## config.mk

```make
export PLATFORM = sky130hd
export DESIGN_NAME = calc_port_issue_queue
export DESIGN_NICKNAME = d
export VERILOG_FILES = /design/src/rtl/calc_port_issue_queue_pkg.sv /design/src/rtl/calc_port_issue_queue_fifo.sv /design/src/rtl/calc_port_issue_queue.sv
export SDC_FILE = /design/constraint.sdc
export NUM_CORES = 1
export LEC_CHECK = 0
export CAP_MARGIN = 25
export CORE_MARGIN = 4
export CORE_UTILIZATION = 58
export CTS_CLUSTER_SIZE = 20
export DETAILED_ROUTE_END_ITERATION = 12
export PLACE_DENSITY = 0.85
export SYNTH_ARGS = -nofsm -noshare
export SYNTH_HDL_FRONTEND = slang
export SYNTH_SLANG_ARGS = --single-unit
```

## constraint.sdc

```tcl
create_clock -name c_clk -period 6.1 [get_ports c_clk]
set_input_delay 1.83 -clock c_clk [delete_from_list [all_inputs] [get_ports c_clk]]
set_output_delay 1.83 -clock c_clk [all_outputs]
set_load 0.005 [all_outputs]
```

## src/rtl/calc_port_issue_queue_pkg.sv

```systemverilog
// calc1 shared package: command/response codes,
// issue-queue entry layout and command decode helpers.
package calc_port_issue_queue_pkg;

  localparam logic [3:0] CMD_NOP = 4'd0;
  localparam logic [3:0] CMD_ADD = 4'd1;
  localparam logic [3:0] CMD_SUB = 4'd2;
  localparam logic [3:0] CMD_SHL = 4'd5;
  localparam logic [3:0] CMD_SHR = 4'd6;

  localparam logic [1:0] RESP_NONE = 2'd0;
  localparam logic [1:0] RESP_OK   = 2'd1;
  localparam logic [1:0] RESP_INV  = 2'd2;

  typedef struct packed {
    logic [3:0]  cmd;
    logic [31:0] op1;
    logic [31:0] op2;
  } iq_entry_t;

  localparam int ENTRY_W = $bits(iq_entry_t);

  function automatic logic is_legal(input logic [3:0] c);
    logic r;
    r = 1'b0;
    case (c)
      CMD_ADD, CMD_SUB,
      CMD_SHL, CMD_SHR: r = 1'b1;
      default:          r = 1'b0;
    endcase
    return r;
  endfunction

  function automatic logic is_shift(input logic [3:0] c);
    return (c == CMD_SHL) || (c == CMD_SHR);
  endfunction

endpackage

```

## src/rtl/calc_port_issue_queue_fifo.sv

```systemverilog
// Synchronous in-order FIFO with occupancy count.
// Push while full and pop while empty are ignored.
module calc_sync_fifo #(
  parameter  int WIDTH = 8,
  parameter  int DEPTH = 4,
  localparam int AW    = $clog2(DEPTH),
  localparam int CW    = AW + 1
) (
  input  logic             clk_i,
  input  logic             rst_i,
  input  logic             push_i,
  input  logic             pop_i,
  input  logic [WIDTH-1:0] data_i,
  output logic [WIDTH-1:0] data_o,
  output logic [CW-1:0]    count_o,
  output logic             full_o,
  output logic             empty_o
);

  logic [WIDTH-1:0] mem_q [DEPTH];
  logic [AW-1:0]    wr_q;
  logic [AW-1:0]    rd_q;
  logic [CW-1:0]    cnt_q;
  logic             do_push;
  logic             do_pop;

  assign full_o  = (cnt_q == CW'(DEPTH));
  assign empty_o = (cnt_q == '0);
  assign do_push = push_i && !full_o;
  assign do_pop  = pop_i && !empty_o;
  assign data_o  = mem_q[rd_q];
  assign count_o = cnt_q;

  // Storage array; contents need no reset.
  always_ff @(posedge clk_i) begin
    if (do_push) begin
      mem_q[wr_q] <= data_i;
    end
  end

  // Pointers wrap naturally; count tracks push/pop balance.
  always_ff @(posedge clk_i) begin
    if (rst_i) begin
      wr_q  <= '0;
      rd_q  <= '0;
      cnt_q <= '0;
    end else begin
      if (do_push) wr_q <= wr_q + AW'(1);
      if (do_pop)  rd_q <= rd_q + AW'(1);
      if (do_push && !do_pop) begin
        cnt_q <= cnt_q + CW'(1);
      end else if (!do_push && do_pop) begin
        cnt_q <= cnt_q - CW'(1);
      end
    end
  end

endmodule

```

## src/rtl/calc_port_issue_queue.sv

```systemverilog
// Per-port issue queue: buffers legal commands,
// issues in order to add or shift unit under credits.
module calc_port_issue_queue
  import calc_port_issue_queue_pkg::*;
#(
  parameter  int DEPTH   = 4,
  parameter  int MAX_OUT = 2,
  localparam int CW      = $clog2(DEPTH) + 1
) (
  input  logic          c_clk,
  input  logic [7:1]    reset,
  input  logic [3:0]    hold_prio_req,
  input  logic [31:0]   hold_data1,
  input  logic [31:0]   hold_data2,
  output logic          add_valid,
  input  logic          add_ready,
  output logic          shift_valid,
  input  logic          shift_ready,
  output logic [3:0]    issue_cmd,
  output logic [31:0]   issue_op1,
  output logic [31:0]   issue_op2,
  input  logic          unit_done,
  output logic [1:0]    inv_resp,
  output logic [CW-1:0] q_count,
  output logic          q_full,
  output logic          ovf_err
);

  logic          rst;
  logic          unused_rst_bits;
  logic          cmd_legal;
  logic          cmd_illegal;
  logic          push;
  logic          pop;
  logic          empty;
  logic          eligible;
  logic          head_shift;
  logic          done_ok;
  iq_entry_t     in_ent;
  iq_entry_t     head;
  logic [2:0]    out_q;
  logic [1:0]    inv_q;
  logic          ovf_q;

  assign rst             = reset[1];
  assign unused_rst_bits = ^reset[7:2];

  assign cmd_legal   = is_legal(hold_prio_req);
  assign cmd_illegal = (hold_prio_req != CMD_NOP)
                    && !cmd_legal;
  assign push        = cmd_legal && !q_full && !rst;

  assign in_ent = '{cmd: hold_prio_req,
                    op1: hold_data1,
                    op2: hold_data2};

  calc_sync_fifo #(
    .WIDTH (ENTRY_W),
    .DEPTH (DEPTH)
  ) u_fifo (
    .clk_i   (c_clk),
    .rst_i   (rst),
    .push_i  (push),
    .pop_i   (pop),
    .data_i  (in_ent),
    .data_o  (head),
    .count_o (q_count),
    .full_o  (q_full),
    .empty_o (empty)
  );

  assign eligible   = !empty && (out_q < 3'(MAX_OUT));
  assign head_shift = is_shift(head.cmd);

  assign add_valid   = eligible && !head_shift;
  assign shift_valid = eligible && head_shift;
  assign issue_cmd   = head.cmd;
  assign issue_op1   = head.op1;
  assign issue_op2   = head.op2;

  assign pop = (add_valid && add_ready)
            || (shift_valid && shift_ready);

  assign done_ok = unit_done && (out_q != '0);

  // Credit counter: issues add, completions return.
  always_ff @(posedge c_clk) begin
    if (rst) begin
      out_q <= '0;
    end else if (pop && !done_ok) begin
      out_q <= out_q + 3'd1;
    end else if (!pop && done_ok) begin
      out_q <= out_q - 3'd1;
    end
  end

  // Invalid-code pulse and sticky overflow flag.
  always_ff @(posedge c_clk) begin
    if (rst) begin
      inv_q <= RESP_NONE;
      ovf_q <= 1'b0;
    end else begin
      inv_q <= cmd_illegal ? RESP_INV : RESP_NONE;
      if (cmd_legal && q_full) begin
        ovf_q <= 1'b1;
      end
    end
  end

  assign inv_resp = inv_q;
  assign ovf_err  = ovf_q;

endmodule
```

==> run summary, run 1 <==
Here are the numbers from the latest Yosys + OpenROAD run.

The run finished with clean final reports. In the final design database the tool counted 694 nets. The setup fix buffers added after clock tree synthesis came out at 0. In the layout the commonest cells are sky130_fd_sc_hd__edfxtp_1 (272), sky130_fd_sc_hd__clkdlybuf4s50_1 (148), sky130_fd_sc_hd__mux4_2 (68).

The number of warnings printed during yosys synthesis is 0. The total vias in the final route came out at 4933. The floorplan net count came out at 527. Among all stages on the critical path, the largest delay is contributed by sky130_fd_sc_hd__dfxtp_4.

The power per standard cell area came out at 375.5 nW/um^2. Yosys reports a chip area of 10540 um^2. The number of max-cap violations is 0. The later pin in the worst-skew pair is clocked with a latency of 0.51 ns. The OpenROAD warning count came out at 35. The script extracted a total leakage power of 4.180 nW.

The overall die area came out at 20380 um^2. The most frequent logic cell in the layout is sky130_fd_sc_hd__edfxtp_1. Measured along the y axis, the die boundary spans 142.8 um. The max-slew violation total from the final report came out at 0. The sequential element share of the synthesized area came out at 0.8019. The final non-filler cell total is 855. At the pin with the least slew margin, the transition time is 1.011 ns. In this run the number of H-tree levels came out at 1. The post-placement cell count is 803.

The post-synthesis cell count came out at 440. The count of buffers added on input and output ports is 148. Once detail routing completed, the nets flagged for antenna violations numbered 0.

In this run, post-CTS repair resized a total of 0 instances. Setup repair after global routing left no endpoint under its margin. The final number of hold-violating endpoints is 0. The total global-route track usage is 0.1935. In this design, the largest share of critical-path delay is due to flip-flops. The count of unresolved DRC violations after routing came out at 0.

The share of post-route cells with drive strength above 1 came out at 0.1901. The number of enable flip-flop cells is 272. Per the Yosys statistics, synthesis produced 440 cells. The iteration count of the initial detailed-routing pass came out at 4. Dividing the detail-routed via count by the number of cells gives 5.770.
## run 1: Yosys cell counts (3+ instances only)
library cell               number  area (um^2)
sky130_fd_sc_hd__xor2_1         5        43.79
sky130_fd_sc_hd__clkbuf_1       3        11.26
sky130_fd_sc_hd__nand2_1        3        11.26
sky130_fd_sc_hd__ha_1           6        75.07
sky130_fd_sc_hd__nor2_1        13        48.80
sky130_fd_sc_hd__nor3_1         4        20.02
sky130_fd_sc_hd__dfxtp_1       14        280.3
sky130_fd_sc_hd__mux2i_1        3        30.03
sky130_fd_sc_hd__edfxtp_1     272         8168
sky130_fd_sc_hd__buf_2          6        30.03
sky130_fd_sc_hd__buf_1          6        22.52
sky130_fd_sc_hd__or3_1          3        18.77
sky130_fd_sc_hd__inv_1          5        18.77
sky130_fd_sc_hd__and2_1         4        25.02
sky130_fd_sc_hd__mux4_2        68         1531
sky130_fd_sc_hd__a21oi_1        7        35.03
## run 1: per-layer routing
| metal | track usage | vias up | part of all wire |
|---|---|---|---|
| met4 | 0.03702 | 0 | 0.013 |
| met1 | 0.2616 | 2583 | 0.39 |
| met2 | 0.3370 | 160 | 0.54 |
| met5 | 0 | - | 0 |
| met3 | 0.03717 | 18 | 0.060 |
| li1 | - | 2172 | - |
## run 1: registers in the layout, summed over array words and instances (netlist names), named ones only
register / cells
ovf_err: 1
u_fifo.count_o: 3
inv_resp: 1
out_q: 3
u_fifo.rd_q: 2
u_fifo.wr_q: 2
u_fifo.mem_q: 272
## run 1: final timing paths
kind / depth (start not counted) / end / slack [ns] / startpoint
hold reg to reg: 2 / ovf_err$_SDFFE_PP0P_ / 0.49 / ovf_err$_SDFFE_PP0P_
setup / recovery: 5 / shift_valid / 1.41 / flop
hold / removal: 2 / ovf_err$_SDFFE_PP0P_ / 0.49 / ovf_err$_SDFFE_PP0P_
setup reg to reg: 11 / out_q[2]$_SDFFE_PP0P_ / 2.65 / flop
## run 1: report_power, final
group          switching, mW  internal (mW)  total, mW
Sequential            0.0837           2.23       2.31
Combinational          0.383          0.663       1.05
Clock                  0.659          0.935       1.59
## run 1: kinds of logic (layout without fill, tap and decap cells)
kind of cell,Yosys count,after routing,share of synthesized area
xor+xnor,7,7,0.005820
compound gates,11,11,0.005701
buf+inv,22,208,0.009620
fa+ha+maj,8,8,0.01093
simple gates,33,33,0.01603
flops,286,286,0.8019
other cells,1,1,0.0003560
mux,72,72,0.1496
## run 1: layout make-up
type / count / area, um^2 / area share
sequential: 286 / 8456 / 0.6410
multi-input combinational: 132 / 1996 / 0.1513
timing repair buffer: 155 / 1592 / 0.1206
clock buffer: 33 / 698.2 / 0.05293
tap: 229 / 286.5 / 0.02172
clock inverter: 15 / 145.1 / 0.01100
inverter: 5 / 18.77 / 0.001423
## run 1: stage by stage
step                instance area (um^2)  hold slack [ns]  power [mW]
global route                       13190           0.5443       5.169
finish                             13190           0.4927       4.953
CTS                                13100           0.5003       5.007
detailed placement                 12260           0.4701       3.409
floorplan                          10540           0.4604       2.889
global placement                   12260           0.4572       3.373
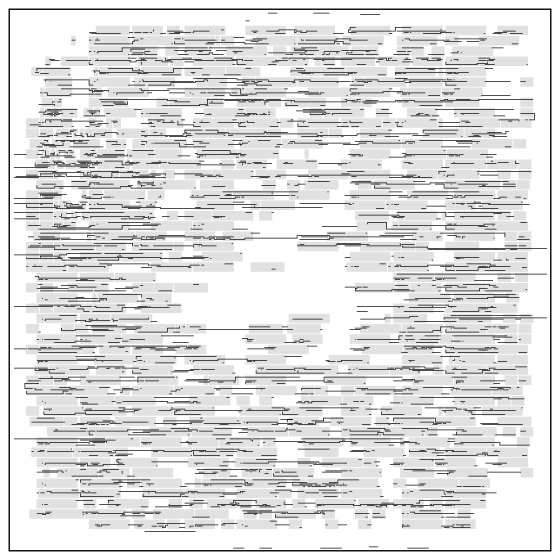
**Above:** run 1 (the metal 1 layer).
Cells faint in the background.
The layer carries 7590 um of wire. The layer holds 39% of the routed length.

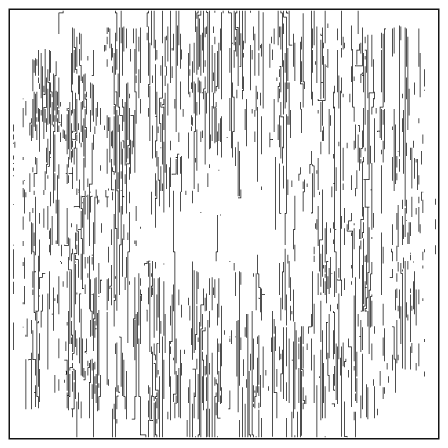
**Above:** run 1 (signal wires on met2).
The layer holds 54% of the routed length. The layer carries 10500 um of wire. The longest straight run is 63.1 um. The wires run mostly vertical. 650 nets have wire on it.

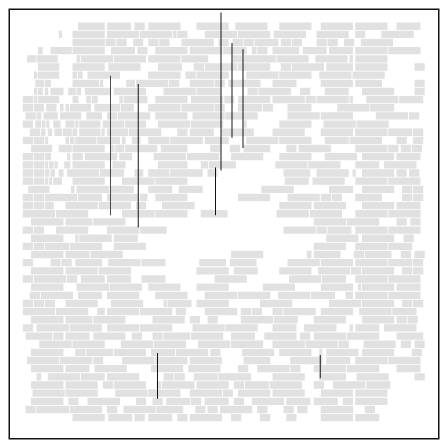
**Above:** run 1 (met4 routing).
Cells faint in the background.
The layer carries 248 um of wire. The layer holds 1.3% of the routed length. The wires run mostly vertical. The longest straight run is 52.4 um. 6 nets have wire on it.

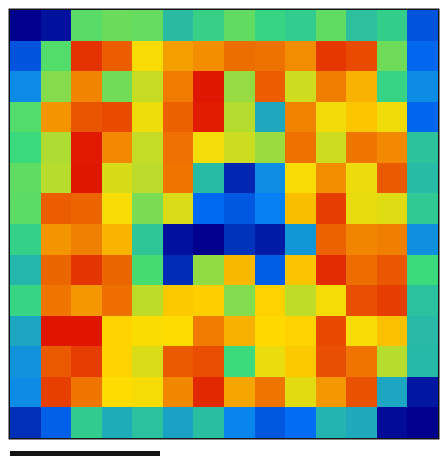
**Above:** run 1 (cell density map).
Bar = 50 um. The die is cut into 14 by 14 equal tiles; dark blue is low, red is high, 0 to 100% covered.
The emptiest ninth of the die: center. The fullest tile reaches 98%. The mean over all tiles is 63%.

==> inputs of run 2 (changes only) <==
Settings changed: CORE_UTILIZATION 58 to 54, PLACE_DENSITY 0.85 to 0.8.
Clock period 6.1 ns to 4.6 ns, I/O delays scaled along.
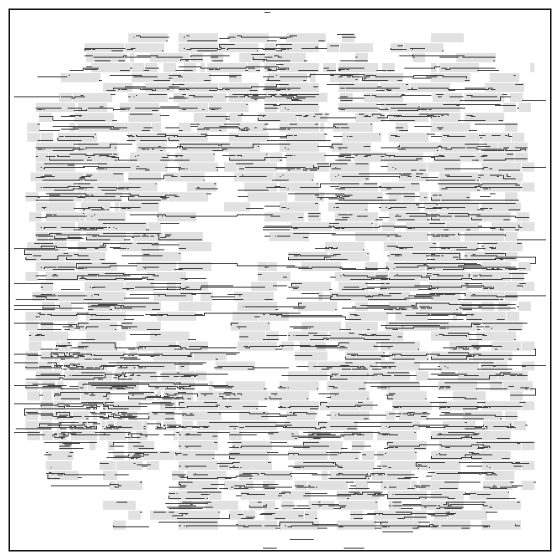
**Above:** run 2 (the metal 1 layer).
Cells faint in the background.
The layer carries 8300 um of wire. 631 nets have wire on it. The wires run mostly horizontal. The longest straight run is 49.2 um.

==> run summary, run 2 <==
Here are the numbers from the latest Yosys + OpenROAD run.

The flow ran to the end, and the final reports show no timing, DRC or antenna violations. The overall die area is 21810 um^2. The setup fix buffers added after clock tree synthesis came out at 0.

The library cell used most frequently in the layout, excluding fill and tap cells, is sky130_fd_sc_hd__edfxtp_1. The floorplan step set the die height to 147.7 um. The sequential element share of the synthesized area is 0.8019. The final non-filler cell total came out at 895. The DRC violation total left in the routed layout is recorded as 0.

The first detailed-routing pass took 4 iterations. The reg2reg setup slack came out at 1.23 ns. The share of the synthesized area in the top cell type came out at 0.7753. Setup repair after global routing left no endpoint under its margin. The number of max-cap violations came out at 0.

Per the synthesis report, the dominant area consumer among library cells is sky130_fd_sc_hd__edfxtp_1. Pins over their slew limit in the final report were tallied at 0. The number of enable flip-flop cells came out at 272. The XOR/XNOR share of the synthesized area is 0.005819.

The depth of the worst register-to-register path is 11. Post-route period utilization is reported as 0.9279. For this design, the slowest cell found on the critical path is sky130_fd_sc_hd__dfxtp_4.

The power per standard cell area came out at 507.7 nW/um^2. The area fraction in compound gates came out at 0.005701. The mux share of post-synthesis cell area came out at 0.1496. The total cells reported by yosys after synthesis is 440. The number of gates resized after CTS came out at 0. The layout net count came out at 701. Overall routing resource usage recorded by global route was 0.1884. During placement, the flow inserted port buffers numbering 148. Sorting the synthesized cells by area gives the leading types as sky130_fd_sc_hd__edfxtp_1 (78%), sky130_fd_sc_hd__mux4_2 (15%), sky130_fd_sc_hd__dfxtp_1 (2.7%). The register containing the most flip-flops in the final layout is u_fifo.mem_q.

The number of flip-flops under the largest register name came out at 272. Dividing the detail-routed via count by the number of cells gives 5.581. For the worst-skew pair, the clock arrives at the later sink with an insertion delay of 0.52 ns. The number of warnings printed during yosys synthesis came out at 0. The static leakage is 4.270 nW. Per the hold report, the tightest min-delay path originates at ovf_err$_SDFFE_PP0P_. The synthesis area per yosys came out at 10540 um^2. The post-placement cell count is 844. The number of routed nets with antenna violations came out at 0. Among the non-sequential cells, multiplexers take the most area. The synthesis run shows the most used standard cells to be sky130_fd_sc_hd__edfxtp_1 (272), sky130_fd_sc_hd__mux4_2 (68), sky130_fd_sc_hd__dfxtp_1 (14), sky130_fd_sc_hd__nor2_1 (13), sky130_fd_sc_hd__a21oi_1 (7). The number of nets handed over by synthesis was 527. The number of instances on the worst hold path came out at 2. The post-synthesis cell count came out at 440. The OpenROAD warning count came out at 35. Once layout is done, the placed cells without fillers occupy 13400 um^2.

The adder-cell share of the synthesized area is 0.01093.
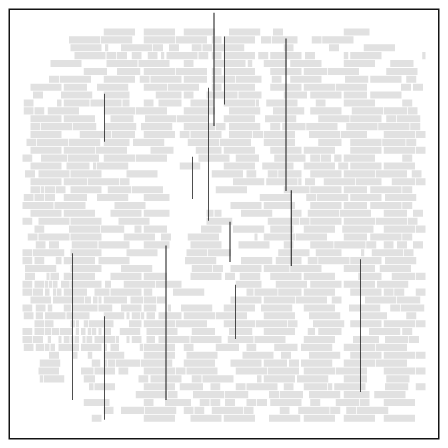
**Above:** run 2 (met4 routing).
Cells faint in the background.
The layer carries 433 um of wire. 7 nets have wire on it.
final wirelength: 20240 um
vias post-DR: 4995

[run 2: cell counts after synthesis]
No cell type changed its count.
[run 2: worst reg2reg max path, stage by stage (launching register included)]
cell and delay [ns]:
sky130_fd_sc_hd__dfxtp_4 0.65, sky130_fd_sc_hd__mux4_2 0.62, sky130_fd_sc_hd__xor2_1 0.35, sky130_fd_sc_hd__and4b_4 0.31
sky130_fd_sc_hd__nor2_1 0.06, sky130_fd_sc_hd__inv_1 0.07, sky130_fd_sc_hd__ha_1 0.17, sky130_fd_sc_hd__inv_1 0.06
sky130_fd_sc_hd__fa_1 0.37, sky130_fd_sc_hd__xor2_1 0.18, sky130_fd_sc_hd__or3_1 0.32, sky130_fd_sc_hd__a21oi_1 0.14
[run 2: stage by stage]
stage	hold slack [ns]	worst slack, ns
final	0.5000	0.3316
after global routing	0.5328	0.1958
after CTS	0.4998	0.3041
after detailed placement	0.4752	0.6381
after global placement	0.4548	0.8259
after floorplan	0.4604	0.6234
[run 2: how the worst max path moves through the flow]
| stage | to | depth (start not counted) |
|---|---|---|
| final | shift_valid | 5 |
| after global routing | shift_valid | 5 |
| after CTS | shift_valid | 5 |
| after detailed placement | u_fifo.count_o[2]$_SDFFE_PP0P_ | 10 |
| after global placement | u_fifo.count_o[2]$_SDFFE_PP0P_ | 10 |
| after floorplan | u_fifo.mem_q[1][0]$_DFFE_PP_ | 3 |
[run 2: kinds of logic after synthesis]
| kind of cell | count (synthesis) |
|---|---|
| flip-flops | 286 |
| multiplexers | 72 |
| AND/OR/NAND/NOR | 33 |
| buffers and inverters | 22 |
| AND-OR/OR-AND | 11 |
| adder cells (fa/ha/maj) | 8 |
| XOR/XNOR | 7 |
| other | 1 |
[run 2: layer usage]
metal	track usage	wire [um]	vias to the layer above
met3	0.03771	1269	31
li1	-	-	2193
met5	0	0	-
met2	0.3196	10240	190
met1	0.2560	8299	2581
met4	0.04706	432	0
[run 2: report_power, final]
group / total (mW) / internal, mW / switching (mW)
Combinational: 1.40 / 0.887 / 0.518
Clock: 2.34 / 1.43 / 0.903
Sequential: 3.06 / 2.95 / 0.105
Total: 6.80 / 5.27 / 1.53
[run 2: area by class of cell]
cell class                 count  area (um^2)  area share
clock buffer                  35        748.2     0.05586
timing repair buffer         161         1642      0.1225
sequential                   286         8456      0.6312
tap                          260        325.3     0.02429
inverter                       5        18.77    0.001401
multi-input combinational    132         1996      0.1490
clock inverter                16        210.2     0.01569
Power and IR drop assume default switching activity.
